<file path="config.mk">
export PLATFORM = sky130hd
export DESIGN_NAME = maxpool_seq_ctrl
export DESIGN_NICKNAME = d
export VERILOG_FILES = /design/src/rtl/cnn_pkg.sv /design/src/rtl/pool_max_acc.sv /design/src/rtl/maxpool_seq_ctrl.sv
export SDC_FILE = /design/constraint.sdc
export NUM_CORES = 1
export LEC_CHECK = 0
export CAP_MARGIN = 25
export CORE_ASPECT_RATIO = 0.75
export CORE_MARGIN = 2
export CORE_UTILIZATION = 53
export DETAILED_ROUTE_END_ITERATION = 7
export PLACE_DENSITY_LB_ADDON = 0.15
export SYNTH_ARGS = -nofsm -noshare
export SYNTH_HDL_FRONTEND = slang
export SYNTH_SLANG_ARGS = --single-unit
</file>
<file path="constraint.sdc">
create_clock -name clk -period 5 [get_ports clk]
set_clock_uncertainty 0.05 [all_clocks]
set_input_delay 1 -clock clk [delete_from_list [all_inputs] [get_ports clk]]
set_output_delay 1 -clock clk [all_outputs]
set_load 0.03 [all_outputs]
</file>
<file path="src/rtl/cnn_pkg.sv">
// Shared CNN datapath constants and the pooling sequencer state encoding.
// The optional MAXPOOL_SEQ_RELU_EN build clamps pooled outputs (see pool_max_acc).
package cnn_pkg;
  localparam int DATA_W  = 8;
  localparam int ADDR_W  = 10;
  localparam int IN_ROWS = 26;
  localparam int IN_COLS = 26;

  typedef enum logic [2:0] {
    IDLE = 3'd0,
    RD   = 3'd1,
    CAP  = 3'd2,
    WR   = 3'd3,
    FIN  = 3'd4
  } state_t;
endpackage

</file>
<file path="src/rtl/pool_max_acc.sv">
// Running signed-maximum register for one pooling window.
// With MAXPOOL_SEQ_RELU_EN defined, a negative maximum is presented as zero.
module pool_max_acc
  import cnn_pkg::*;
#(
  parameter int DATA_W = cnn_pkg::DATA_W
) (
  input  logic              clk,
  input  logic              rst,
  input  logic              clr,
  input  logic              init,
  input  logic              upd,
  input  logic [DATA_W-1:0] din,
  output logic [DATA_W-1:0] max_val
);
  logic signed [DATA_W-1:0] acc;

  // Strictly-greater update: ties keep the sample that arrived first.
  always_ff @(posedge clk) begin
    if (rst || clr) begin
      acc <= '0;
    end else if (init) begin
      acc <= din;
    end else if (upd && ($signed(din) > acc)) begin
      acc <= din;
    end
  end

`ifdef MAXPOOL_SEQ_RELU_EN
  assign max_val = acc[DATA_W-1] ? '0 : acc;
`else
  assign max_val = acc;
`endif
endmodule

</file>
<file path="src/rtl/maxpool_seq_ctrl.sv">
// 2x2/stride-2 signed max-pool sequencer: 4 reads, capture, 1 write per window.
// Handshake: start is a one-cycle pulse accepted only in IDLE; busy spans accept..FIN;
// done pulses once after the final write. MAXPOOL_SEQ_RELU_EN enables output clamping.
module maxpool_seq_ctrl
  import cnn_pkg::*;
#(
  parameter int ADDR_W  = cnn_pkg::ADDR_W,
  parameter int DATA_W  = cnn_pkg::DATA_W,
  parameter int IN_ROWS = cnn_pkg::IN_ROWS,
  parameter int IN_COLS = cnn_pkg::IN_COLS
) (
  input  logic              clk,
  input  logic              rst,
  input  logic              start,
  input  logic [ADDR_W-1:0] in_base,
  input  logic [ADDR_W-1:0] out_base,
  output logic              rd_en,
  output logic [ADDR_W-1:0] rd_addr,
  input  logic [DATA_W-1:0] rd_data,
  output logic              wr_en,
  output logic [ADDR_W-1:0] wr_addr,
  output logic [DATA_W-1:0] wr_data,
  output logic              busy,
  output logic              done
);
  localparam int OUT_ROWS = IN_ROWS / 2;
  localparam int OUT_COLS = IN_COLS / 2;

  state_t            state;
  logic [1:0]        k;
  logic [ADDR_W-1:0] r, c, in_base_q, out_base_q;
  logic [ADDR_W-1:0] nxt_r, nxt_c;
  logic              last_col, last_row;
  logic              acc_clr, acc_init, acc_upd;

  assign last_col = (c == ADDR_W'(OUT_COLS - 1));
  assign last_row = (r == ADDR_W'(OUT_ROWS - 1));
  assign nxt_c    = last_col ? '0 : c + ADDR_W'(1);
  assign nxt_r    = last_col ? r + ADDR_W'(1) : r;

  // k[1] selects the lower row, k[0] the right column: TL, TR, BL, BR.
  function automatic logic [ADDR_W-1:0] win_addr(input logic [ADDR_W-1:0] base,
                                                 input logic [ADDR_W-1:0] rr,
                                                 input logic [ADDR_W-1:0] cc,
                                                 input logic [1:0]        kk);
    logic [ADDR_W-1:0] row, col;
    row = (rr << 1) | ADDR_W'(kk[1]);
    col = (cc << 1) | ADDR_W'(kk[0]);
    return base + row * ADDR_W'(IN_COLS) + col;
  endfunction

  // Read k-1 data lands during RD cycle k; read 3 lands during CAP.
  assign acc_clr  = (state == IDLE) && start;
  assign acc_init = (state == RD) && (k == 2'd1);
  assign acc_upd  = ((state == RD) && k[1]) || (state == CAP);

  pool_max_acc #(.DATA_W(DATA_W)) u_acc (
    .clk     (clk),
    .rst     (rst),
    .clr     (acc_clr),
    .init    (acc_init),
    .upd     (acc_upd),
    .din     (rd_data),
    .max_val (wr_data)
  );

  always_ff @(posedge clk) begin
    if (rst) begin
      state      <= IDLE;
      k          <= '0;
      r          <= '0;
      c          <= '0;
      in_base_q  <= '0;
      out_base_q <= '0;
      rd_en      <= 1'b0;
      rd_addr    <= '0;
      wr_en      <= 1'b0;
      wr_addr    <= '0;
      busy       <= 1'b0;
      done       <= 1'b0;
    end else begin
      case (state)
        IDLE: begin
          done <= 1'b0;
          if (start) begin
            in_base_q  <= in_base;
            out_base_q <= out_base;
            r          <= '0;
            c          <= '0;
            k          <= '0;
            busy       <= 1'b1;
            rd_en      <= 1'b1;
            rd_addr    <= in_base;
            state      <= RD;
          end
        end
        RD: begin
          k <= k + 2'd1;
          if (k == 2'd3) begin
            rd_en <= 1'b0;
            state <= CAP;
          end else begin
            rd_addr <= win_addr(in_base_q, r, c, k + 2'd1);
          end
        end
        CAP: begin
          wr_en   <= 1'b1;
          wr_addr <= out_base_q + r * ADDR_W'(OUT_COLS) + c;
          state   <= WR;
        end
        WR: begin
          wr_en <= 1'b0;
          r     <= nxt_r;
          c     <= nxt_c;
          if (last_col && last_row) begin
            busy  <= 1'b0;
            done  <= 1'b1;
            state <= FIN;
          end else begin
            k       <= '0;
            rd_en   <= 1'b1;
            rd_addr <= win_addr(in_base_q, nxt_r, nxt_c, 2'd0);
            state   <= RD;
          end
        end
        FIN: begin
          done  <= 1'b0;
          state <= IDLE;
        end
        default: state <= IDLE;
      endcase
    end
  end
endmodule
</file>
==> run notes, run 1 <==
fresh numbers from the pnr run: P&R area growth vs syn=22.0%, routed length on met3=1.31 mm, final non-filler cell total=1031, post-placement cell count=1009, WL met1=8.08 mm, synthesized instance count=778, Commonest flop=dfxtp_1, Leak=3.62 nW, vias in the first global route=5727, Worst path most repeated cell=xnor2_2, Power Combinational=0.279 mW, ao+oa area frac=13.9%, antenna cells=0, Netlist cell types=58, worst stage delay on the critical path=0.55 ns, metal2 WL=7.85 mm, clock buffers=9, period utilization=96.1%, Tot GR Track Use=27.7%, endpoints failing hold=0, Die Area=13200 um^2, register area share after synthesis=23.7%, fin. max-slew vios=0, Layout clock area frac=3.46%, Top delay family on crit path=adder cells, dpl hpwl=13.4 mm, crit path DRT=5.19 ns, drt total wl=17.6 mm, DR WL/cell=17.0 um, YS chip area=6510 um^2, P_int=1.09 mW, CP Cell Sequence=inv_2, ha_2, nor4b_4, and4_4, nand2_4, xnor2_2, ha_1, inv_2, fa_1, inv_2, ha_4, a21o_1, a21oi_2, xor2_1, fa_2, xnor2_2, xnor2_2, xnor2_2, xnor2_2, buf_4, o41ai_2, a211o_1, a311oi_2, Mean Syn Cell Area=8.37 um^2, status=complete, no violations, later-pin clock latency in the skew report=0.34 ns, Logic Gate Count=563, CP max-delay cell=fa_1, Synth mux share=2.61%, CTS clk-pin slew, worst paths=0.06 ns, crit path launch type=register, cts hold-fix bufs=0, Comb/total area=58.0%, Max-area cell share=23.7%, registers=77, post-synth top area cell=dfxtp_1, IO buf count=62, Util after Layout=65.5%, Tap Count=166, largest class=multi-input combinational cells, min-delay worst type=reg -> reg, CTS tree=built, global route hottest layer=met2, layout cell share with drive strength beyond 1=11.9%, initial antenna violation count=0, Post-synth top cells=inv_1, nand2_1, dfxtp_1, post-cts resize count=11, Max-slew headroom=35.1%, most frequent cells in the layout=inv_1, nand2_1, dfxtp_1, Power Dens Cells=196 nW/um^2, Reg power frac=42.0%, DR vias/cell=5.44, Largest Pwr Group=registers
-- run 1: per-stage QoR --
stage	power (mW)	worst slack, ns	setup TNS (ns)
after floorplan	0.843	0.0112	0
after global placement	0.936	0.123	0
after detailed placement	0.941	-0.0632	-0.0632
after CTS	1.57	0.0268	0
after global routing	1.63	-0.000994	-0.000994
final	1.56	0.194	0
-- run 1: worst paths after layout --
kind	cells after the start	slack, ns	to	from
worst max-delay path	23	0.19	rd_addr[9]	c[0]
worst min-delay path	2	0.40	in_base_q[4]	in_base_q[4]
worst max register to register	23	0.19	rd_addr[9]	c[0]
worst min register to register	2	0.40	in_base_q[4]	in_base_q[4]
==> run_1/power_grid.png <==
Scale bar: 50 um. Pins as bars on the die edge.
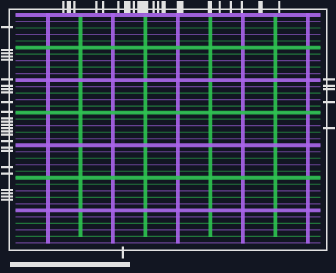
- VSS: purple
- VDD: green
- met1 rails: 36
- met4 straps: 9
core area: 12100 um^2
VDD IR-drop max: 0.168 mV
die width: 132 um
die y size: 100 um

==> run_1/placement_by_type.png <==
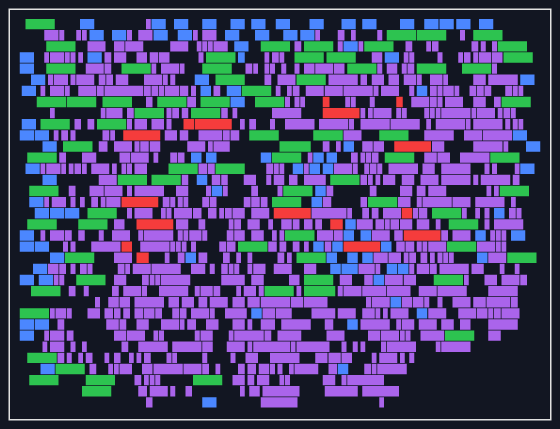
- clock drivers and dummy loads: red (cells 16; share of their area 3.6%)
- combinational and other logic: purple (cells 672; share of their area 65%)
- other buffers and delay cells: blue (cells 100; share of their area 12%)
- flops: green (cells 77; share of their area 20%)
Finished Cell Area: 7950 um^2
row count: 35
Seq area share: 19.4%

==> run_1/clk_routes.png <==
Scale bar: 50 um.
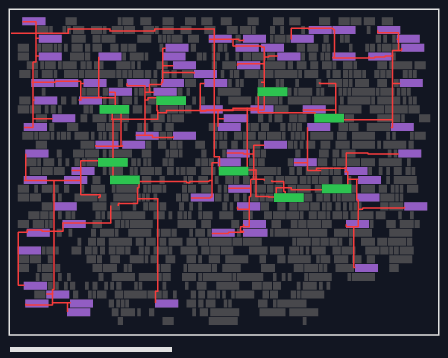
- flip-flops: purple (count 77)
- clock drivers: green (count 9)
- clock wires: red (length 1160 um)
- flops lie: widely spread

==> run_1/wires.png <==
Scale bar: 50 um.
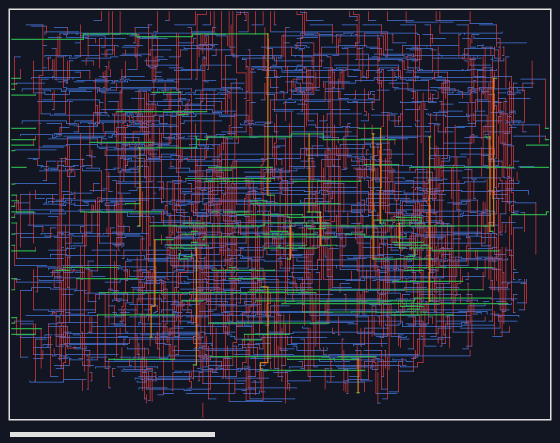
- metal 2: red (wire length 7850 um)
- metal 3: green (wire length 1310 um)
- metal 4: orange (wire length 338 um)
- metal 1: blue (wire length 8080 um)

--- run 2 (diff from run 1) ---
--- a/config.mk
+++ b/config.mk
@@ -9,7 +9,9 @@
 export CORE_ASPECT_RATIO = 0.75
 export CORE_MARGIN = 2
 export CORE_UTILIZATION = 53
+export CTS_CLUSTER_SIZE = 12
 export DETAILED_ROUTE_END_ITERATION = 7
+export GPL_TIMING_DRIVEN = 0
 export PLACE_DENSITY_LB_ADDON = 0.15
 export SYNTH_ARGS = -nofsm -noshare
 export SYNTH_HDL_FRONTEND = slang
==> run_2/power_grid.png <==
Scale bar: 50 um. Pins as bars on the die edge.
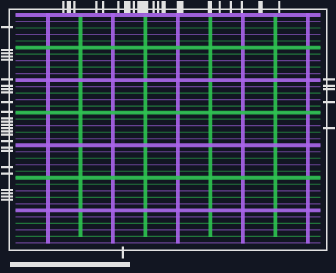
VDD IR-drop max: 0.168 mV

==> run 2 against run 1 <==
Compared with the run above:
- the flow now finishes with violations (setup timing)
- sequential power about the same
- synthesized area unchanged
- via count increased by 1.4%
- flip-flop count unchanged
- first-iteration DRC count decreased by 9.5%
- critical path depth increased by 3
- die area unchanged
- hold slack about the same
- largest power group is now clock
- combinational power about the same
- fmax decreased by 6.2%
- global-route usage increased by 0.56 points
- cell area increased by 0.13%
==> run notes, run 2 <==
fresh numbers from the pnr run: vias in the first global route=5780, worst r2r src=c[1], Die Area=13200 um^2, endpoints failing hold=0, IO buf count=61, global route hottest layer=met2, routed length on met3=1.43 mm, Reg power frac=40.7%, P_int=1.16 mW, CP max-delay cell=fa_1, Hold Path Origin=in_base_q[8], min-delay worst type=reg -> reg, metal2 WL=7.94 mm, YS chip area=6510 um^2, cts hold-fix bufs=0, dpl hpwl=13.7 mm, layout cell share with drive strength beyond 1=10.3%, Netlist cell types=58, Reg2Reg Depth=26, initial antenna violation count=0, Top delay family on crit path=adder cells, Worst path most repeated cell=xnor2_2, CP Depth=26, DR WL/cell=17.2 um, DR vias/cell=5.49, Hold Crit Depth=2, Util after Layout=65.6%, antenna viol nets, final=0, crit path from=c[1], crit path launch type=register, drt total wl=17.8 mm, WL met1=8.04 mm, Tot Pwr=1.61 mW, Commonest flop=dfxtp_1, crit path DRT=5.20 ns, post-synth top area cell=dfxtp_1, later-pin clock latency in the skew report=0.34 ns, final count of negative-setup-slack endpoints=1, clock sink total=77, final non-filler cell total=1036, Synth mux share=2.61%, Power Combinational=0.282 mW, post-placement cell count=1005, Max-area cell share=23.7%, die width=132 um, Tot GR Track Use=28.3%, core area=12100 um^2, antenna cells=0, setup_tns=-0.121 ns, CTS max path bufs=2, Largest Pwr Group=clock, Worst Setup Slack, final=-0.121 ns, status=complete, but fails checks, Finished Cell Area=7960 um^2, htree depth=3, P&R area growth vs syn=22.2%, vias=5687, Place WS=-0.853 ns, period utilization=102%, CP Capture Point=rd_addr[9], Worst R2R Setup Slack=-0.12 ns, reg2reg end=rd_addr[9], Leak=3.60 nW, Max-slew headroom=51.5%, register area share after synthesis=23.7%, most frequent cells in the layout=inv_1, nand2_1, dfxtp_1, die y size=100 um, row count=35, Power Dens Cells=202 nW/um^2, Post-synth top cells=inv_1, nand2_1, dfxtp_1, switching power=0.444 mW, Post-synth EDFFs=0, max-cap viol count=0, ao+oa area frac=13.9%, Mean Syn Cell Area=8.37 um^2, CTS tree=built, CTS clk-pin slew, worst paths=0.06 ns, violated checks=setup timing
run 2: cell types whose count changed in the layout (fill, tap and decap cells not counted), sizes merged:
| cell | previous run | this run |
|---|---|---|
| bufinv | 0 | 1 |
| clkinvlp | 3 | 2 |
| buf | 39 | 29 |
| clkinv | 2 | 0 |
| inv | 111 | 109 |
| clkbuf | 9 | 28 |
run 2: cell type report:
type / count / area, um^2
sequential: 77 / 1560
clock inverter: 3 / 45.0
buffer: 29 / 150
fill: 1008 / 4170
tap: 166 / 208
multi-input combinational: 563 / 4590
clock buffer: 12 / 256
inverter: 109 / 417
timing repair buffer: 77 / 734
run 2: timing repair:
item | CTS | global route
resized | 46 | 7
setup buffers | 14 | 2
setup endpoints to repair | 3 | 1
pin swaps | 19 | 15
--- run 3 (diff from run 2) ---
--- a/config.mk
+++ b/config.mk
@@ -8,7 +8,7 @@
 export CAP_MARGIN = 25
 export CORE_ASPECT_RATIO = 0.75
 export CORE_MARGIN = 2
-export CORE_UTILIZATION = 53
+export CORE_UTILIZATION = 63
 export CTS_CLUSTER_SIZE = 12
 export DETAILED_ROUTE_END_ITERATION = 7
 export GPL_TIMING_DRIVEN = 0
==> constraint.sdc (replaced) <==
create_clock -name clk -period 6.6 [get_ports clk]
set_clock_uncertainty 0.05 [all_clocks]
set_input_delay 1.32 -clock clk [delete_from_list [all_inputs] [get_ports clk]]
set_output_delay 1.32 -clock clk [all_outputs]
set_load 0.03 [all_outputs]
==> run_3/placement_by_type.png <==
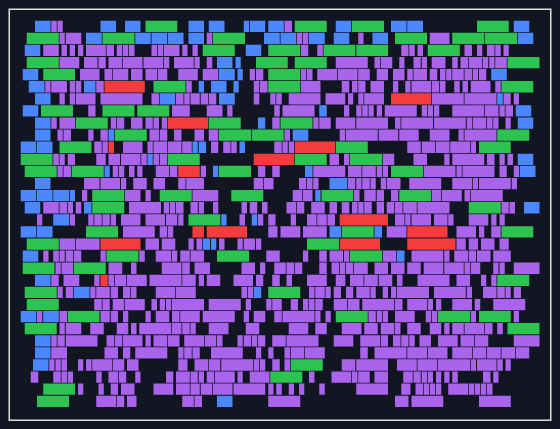
Util after Layout: 74.8%
core area: 10200 um^2
Seq area share: 20.3%
row count: 32
Finished Cell Area: 7610 um^2

==> run 3 against run 2 <==
Compared with the run above:
- the flow now finishes without violations
- flip-flop count unchanged
- synthesized cell count did not move
- utilization increased by 9.2 points
- die area is 15% lower
- cell count is 4.4% lower
- fmax fell by 16%
- sequential share of layout area grew 0.63 points
- first-iteration DRC count is 2.5% lower
- non-clock buffer count shrank 16
- critical path depth down 2
- synthesized area stayed put
- register-to-register slack gained 0.64 ns
- largest cell class unchanged
==> run notes, run 3 <==
fresh numbers from the pnr run: clock sink total=77, Netlist cell types=58, YS chip area=6510 um^2, Top delay family on crit path=adder cells, DR WL/cell=18.4 um, post-placement cell count=975, Worst-Margin Slew=0.781 ns, post-synth top area cell=dfxtp_1, htree depth=3, layout cell share with drive strength beyond 1=4.80%, vias in the first global route=5866, DR vias/cell=5.83, Leak=3.45 nW, most frequent cells in the layout=inv_1, nand2_1, dfxtp_1, crit path DRT=6.80 ns, fillers=792, Die Area=11200 um^2, CP Depth=24, Worst Setup Slack, final=0.520 ns, synthesized instance count=778, reg2reg end=rd_addr[9], crit path launch type=register, antenna cells=0, drt total wl=18.2 mm, later-pin clock latency in the skew report=0.34 ns, dpl hpwl=14.4 mm, crit path from=c[0], Hold Path Origin=wr_addr[8], cts hold-fix bufs=0, status=complete, no violations, Max-slew headroom=47.9%, xor+xnor area frac=8.03%, CP max-delay cell=o21ai_0, CP Capture Point=rd_addr[9], Tot GR Track Use=34.9%, Power Combinational=0.217 mW, initial antenna violation count=0, endpoints failing hold=0, worst r2r src=c[0], Worst R2R Setup Slack=0.52 ns, Mean Syn Cell Area=8.37 um^2, worst stage delay on the critical path=0.57 ns, setup_tns=0 ns, min-delay worst type=reg -> reg, vias=5775, P&R area growth vs syn=16.8%, Power Dens Cells=165 nW/um^2, Critical Path AT=6.28 ns, die y size=92.1 um, Tot Pwr=1.25 mW, WL met1=8.04 mm, Reg2Reg Depth=24, final non-filler cell total=990, post-cts resize count=0, max-cap viol count=0, Post-synth top cells=inv_1, nand2_1, dfxtp_1, Largest Pwr Group=clock, first-pass GRT wire length=30.1 mm, switching power=0.343 mW, CP Cell Sequence=inv_1, ha_1, nor4b_2, and4_1, buf_6, buf_2, o21ai_0, ha_1, inv_1, fa_1, inv_1, ha_1, a21o_1, a21oi_1, xor2_1, fa_1, xnor2_1, xnor2_1, xnor2_2, xnor2_2, xnor2_1, mux2i_1, a211o_1, a311oi_2, Place WS=0.661 ns, Reg power frac=39.7%, Commonest flop=dfxtp_1, metal2 WL=8.26 mm, fin. max-slew vios=0, root buffer cell=clkbuf_16, CTS max path bufs=2, CP Buf/Inv Count=5, P_int=0.910 mW, ao+oa area frac=13.9%, setup bufs post-CTS=0, Hold Crit Depth=2, CTS tree=built, VDD IR-drop max=0.146 mV, Post-synth EDFFs=0, die width=121 um, routed length on met3=1.59 mm, CTS clk-pin slew, worst paths=0.06 ns, antenna viol nets, final=0, final count of negative-setup-slack endpoints=0, Synth mux share=2.61%, hold endpoint=wr_addr[8]
## run 3: cell counts after synthesis
Identical to the previous run, type by type.
## run 3: layout make-up
type                            count  area [um^2]  share of cell area [%]
Tap cell                          136          170                    2.24
Buffer                             29          135                    1.78
Multi-Input combinational cell    563         4430                    58.2
Timing Repair Buffer               61          611                    8.02
Inverter                          109          409                    5.38
Sequential cell                    77         1540                    20.3
Clock buffer                       11          243                    3.19
Clock inverter                      4         72.6                   0.954
## run 3: routing by layer
metal	up-vias	track usage, %
li1	2713	-
met2	271	55.1
met1	2761	49.3
met5	-	0
met4	0	9.20
met3	30	6.59
No activity file was given, so power comes from the tool's default toggle rates.
